## config.mk

```make
export PLATFORM = sky130hd
export DESIGN_NAME = binary_down_counter_sync
export DESIGN_NICKNAME = d
export VERILOG_FILES = /design/src/rtl/binary_down_counter_sync.sv
export SDC_FILE = /design/constraint.sdc
export NUM_CORES = 1
export LEC_CHECK = 0
export ABC_CLOCK_PERIOD_IN_PS = 3200
export CAP_MARGIN = 15
export CORE_UTILIZATION = 45
export CTS_CLUSTER_DIAMETER = 80
export DETAILED_ROUTE_END_ITERATION = 12
export PLACE_DENSITY = 0.92
export SETUP_SLACK_MARGIN = 0.02
export SLEW_MARGIN = 10
export SYNTH_ARGS = -nofsm -noshare
export SYNTH_HDL_FRONTEND = slang
export SYNTH_SLANG_ARGS = --single-unit
```

## constraint.sdc

```tcl
create_clock -name clock -period 3.2 [get_ports clock]
set_input_delay 0.64 -clock clock [delete_from_list [all_inputs] [get_ports clock]]
set_output_delay 0.64 -clock clock [all_outputs]
set_load 0.01 [all_outputs]
```

## src/rtl/binary_down_counter_sync.sv

```systemverilog
// Loadable WIDTH-bit down counter with registered terminal-count borrow pulse.
// It either reloads from the last loaded value (periodic mode) or halts at zero (one-shot mode).
module binary_down_counter_sync #(
  parameter int WIDTH = 4
) (
  input  logic             clock,
  input  logic             reset_n,
  input  logic             enable,
  input  logic             load,
  input  logic [WIDTH-1:0] load_value,
  input  logic             periodic,
  output logic [WIDTH-1:0] count,
  output logic [WIDTH-1:0] count_bar,
  output logic             zero,
  output logic             borrow,
  output logic             busy,
  output logic             done
);

  // state | meaning
  // IDLE  | out of reset, no counting, enable ignored
  // RUN   | counting down on enabled edges
  // HALT  | one-shot expired, count held at 0 until next load
  typedef enum logic [1:0] {
    IDLE = 2'd0,
    RUN  = 2'd1,
    HALT = 2'd2
  } state_t;

  localparam logic [WIDTH-1:0] ONE = WIDTH'(1);

  state_t           state;
  logic [WIDTH-1:0] reload_reg;

  always_ff @(posedge clock or negedge reset_n) begin
    if (!reset_n) begin
      count      <= '0;
      reload_reg <= '1;
      state      <= IDLE;
      borrow     <= 1'b0;
    end else if (load) begin
      // load beats a coincident terminal event: no borrow, no reload from old value
      count      <= load_value;
      reload_reg <= load_value;
      state      <= RUN;
      borrow     <= 1'b0;
    end else begin
      case (state)
        RUN: begin
          if (enable && (count == '0)) begin
            borrow <= 1'b1;
            if (periodic) begin
              count <= reload_reg;
            end else begin
              state <= HALT;
            end
          end else if (enable) begin
            count  <= count - ONE;
            borrow <= 1'b0;
          end else begin
            borrow <= 1'b0;
          end
        end
        HALT: begin
          count  <= '0;
          borrow <= 1'b0;
        end
        default: begin
          borrow <= 1'b0;
        end
      endcase
    end
  end

  assign count_bar = ~count;
  assign zero      = (count == '0);
  assign busy      = (state == RUN);
  assign done      = (state == HALT);

endmodule
```

Routed clock nets over the placement:
Bar = 10 um.
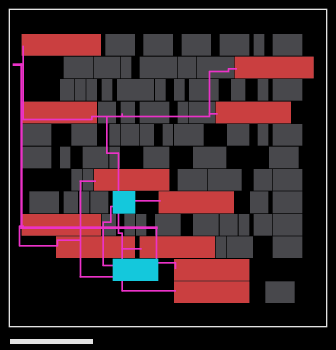
Key: flip-flops = red [count 11]; clock wires = magenta [length 174 um]; cells driving clock nets = cyan [count 3]
Position of the flops: widely spread. There are 4 routed clock nets.
clk_skew: 0.0003192 ns
clock network power share: 0.222
clk latency late pin: 0.26 ns

Cells colored by class:
Fill, decap, tap and diode cells in gray.
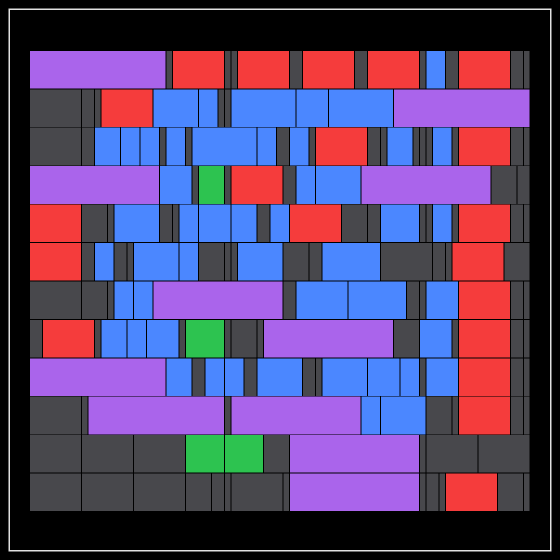
Key: other buffers and delay cells = red [cells 20]; all other logic = blue [cells 49]; flops = purple [cells 11]; clock drivers and dummy loads = green [cells 4]
Rows: 12
fin util: 0.7154
Core Area: 1156 um2

Sequential cells colored by netlist name:
Bar = 10 um. Other sequential cells in the stronger gray, the rest of the logic in the fainter gray.
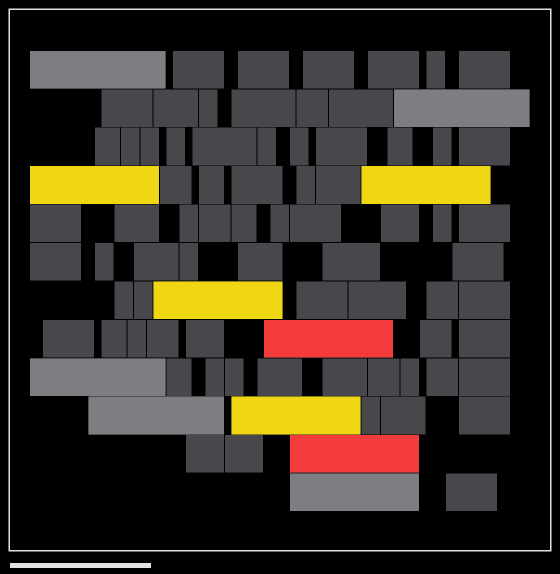
Key: count = yellow [flops 4]; state = red [flops 2]
Another 5 sequential cells are not colored.
seq pwr: 0.181 mW
Seq/total area: 0.3389
register area: 280.3 um2

Routed metal, one color a layer:
Bar = 10 um. Only two layers are drawn.
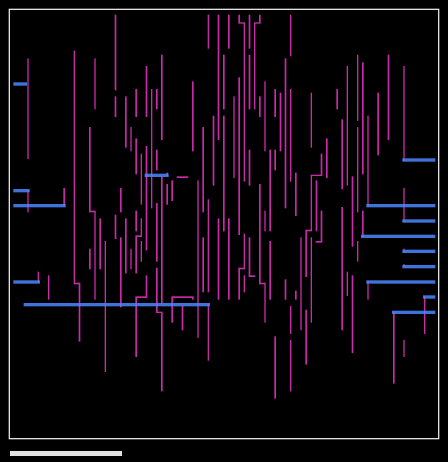
Key: met2 = magenta [wire length 627 um]; met3 = blue [wire length 59.6 um]
WL/cell: 13.39 um
GRT Total Usage: 0.2067
via count: 523
drt total wl: 1312 um

==> summary.txt <==
run results: status complete, no violations, Max clock buf depth 2, RSZ-0062 raised after global routing false, final hold viol count 0, tool warnings 27, crit path to zero, Seq pwr share 0.419, Starting Density 0.5108, inverter count 10, Fin Hold WS between 0.4 and 0.5 ns, CTS tree yes, PwrDens around 520 nW/um2, fmax roughly 430 MHz, clock buf count 3, max-cap violations 0, mux share 0, CTS Sinks 11, Placed Area roughly 800 um2, GRT overflow 0, Hold Crit Class flop to flop, worst-path cell chain inv_1 -> ha_1 -> and3_1 -> clkdlybuf4s50_1, via/cell ratio between 5 and 6, met2 Resource Use GR 0.3220, Worst R2R Start count[0]$_DFFE_PN0P_, Endpoint, Worst Hold reload_reg[3]$_DFFE_PN1P_, cell taking the most area after synthesis dfrtp_1, Synth Flop Type dfrtp_1, crit start category flop, Comb group roughly 0.16 mW, # nets final around 96, DR iter-0 viols 17, clk tree area frac 0.03328, #FFs+latches synth 11, vias in the first global route 470, CTS Hold Bufs 0, met1 Use GR 0.2500, non-clk buf share 0.2421, dpl hpwl about 950 um, synth warn 0, R2R setup slack about 1.2 ns, final worst slack between 0.8 and 0.9 ns, Buffers, non-clock 20, CTS clk-pin slew, worst paths 0.08 ns, cells in synth_stat.txt roughly 62, Syn Inst Count between 60 and 70, HP Start reload_reg[3]$_DFFE_PN1P_, Int Pwr just under 0.3 mW, Multi-In Gates 39, pre-CTS WS around 0.80 ns, Seq cells 11, CTS root buffer clkbuf_4, dominant class by area registers, Die Height 38.23 um, top cells by count 10 x inv_1, 7 x dfrtp_1, 7 x nor2_1, Final setup viols 0, Max-area cell share 0.2966, Syn Area/Cell about 9.5 um2, # placed instances around 94, worst rel slew slack 0.6594, most frequent cells in the layout 20 x clkdlybuf4s50_1, 10 x inv_1, 7 x nor2_1, 7 x dfrtp_1, Mapped Area 590.6 um2, Slew @ Worst Pin slightly above 0.5 ns, Finished Layout Cells approximately 98, Worst setup EP type primary output, Die X around 38 um, Cell area leaders dfrtp_1 30%, dfstp_2 18%, inv_1 6.4%, Synth async-reset ratio 1.000, chip area approximately 1500 um2, Tmin final roughly 2.3 ns, Crit Path Max Fanout 5, Num CTS Buffers 3, Worst setup startpoint count[0]$_DFFE_PN0P_, initial antenna violation count 0, CP bufs+invs 2, Largest delay share family, worst path buffers and inverters, Largest stage delay, worst path approximately 0.53 ns, antenna viol nets, final 0, XORs/XNORs by Area 0.02966, post-synthesis sequential area ratio 0.4746, port bufs 20, Comb/total area 0.3192, Final Cycle Share 0.7288, reg-to-reg endpoint state[0]$_DFFE_PN0P_, CP Data Required Time approximately 2.6 ns, Worst Hold Path Cells 2, Max VDD drop around 0.29 mV, Reg2Reg Depth 5, Tot Pwr 0.4333 mW, aoi share 0.2034, antenna fix cells 0, Simple Share, Synth 0.1716, CP Data Arrival Time ~1.7 ns, H-tree Lvls 1, Yosys chip area 590.6 um2, num tapcells 14, sw frac 0.3163, first-pass GRT wire length roughly 2000 um, met1 wire length 605 um, DR WL met3 about 60 um
Power figures rest on the tool's default switching activity, not on a simulated workload.
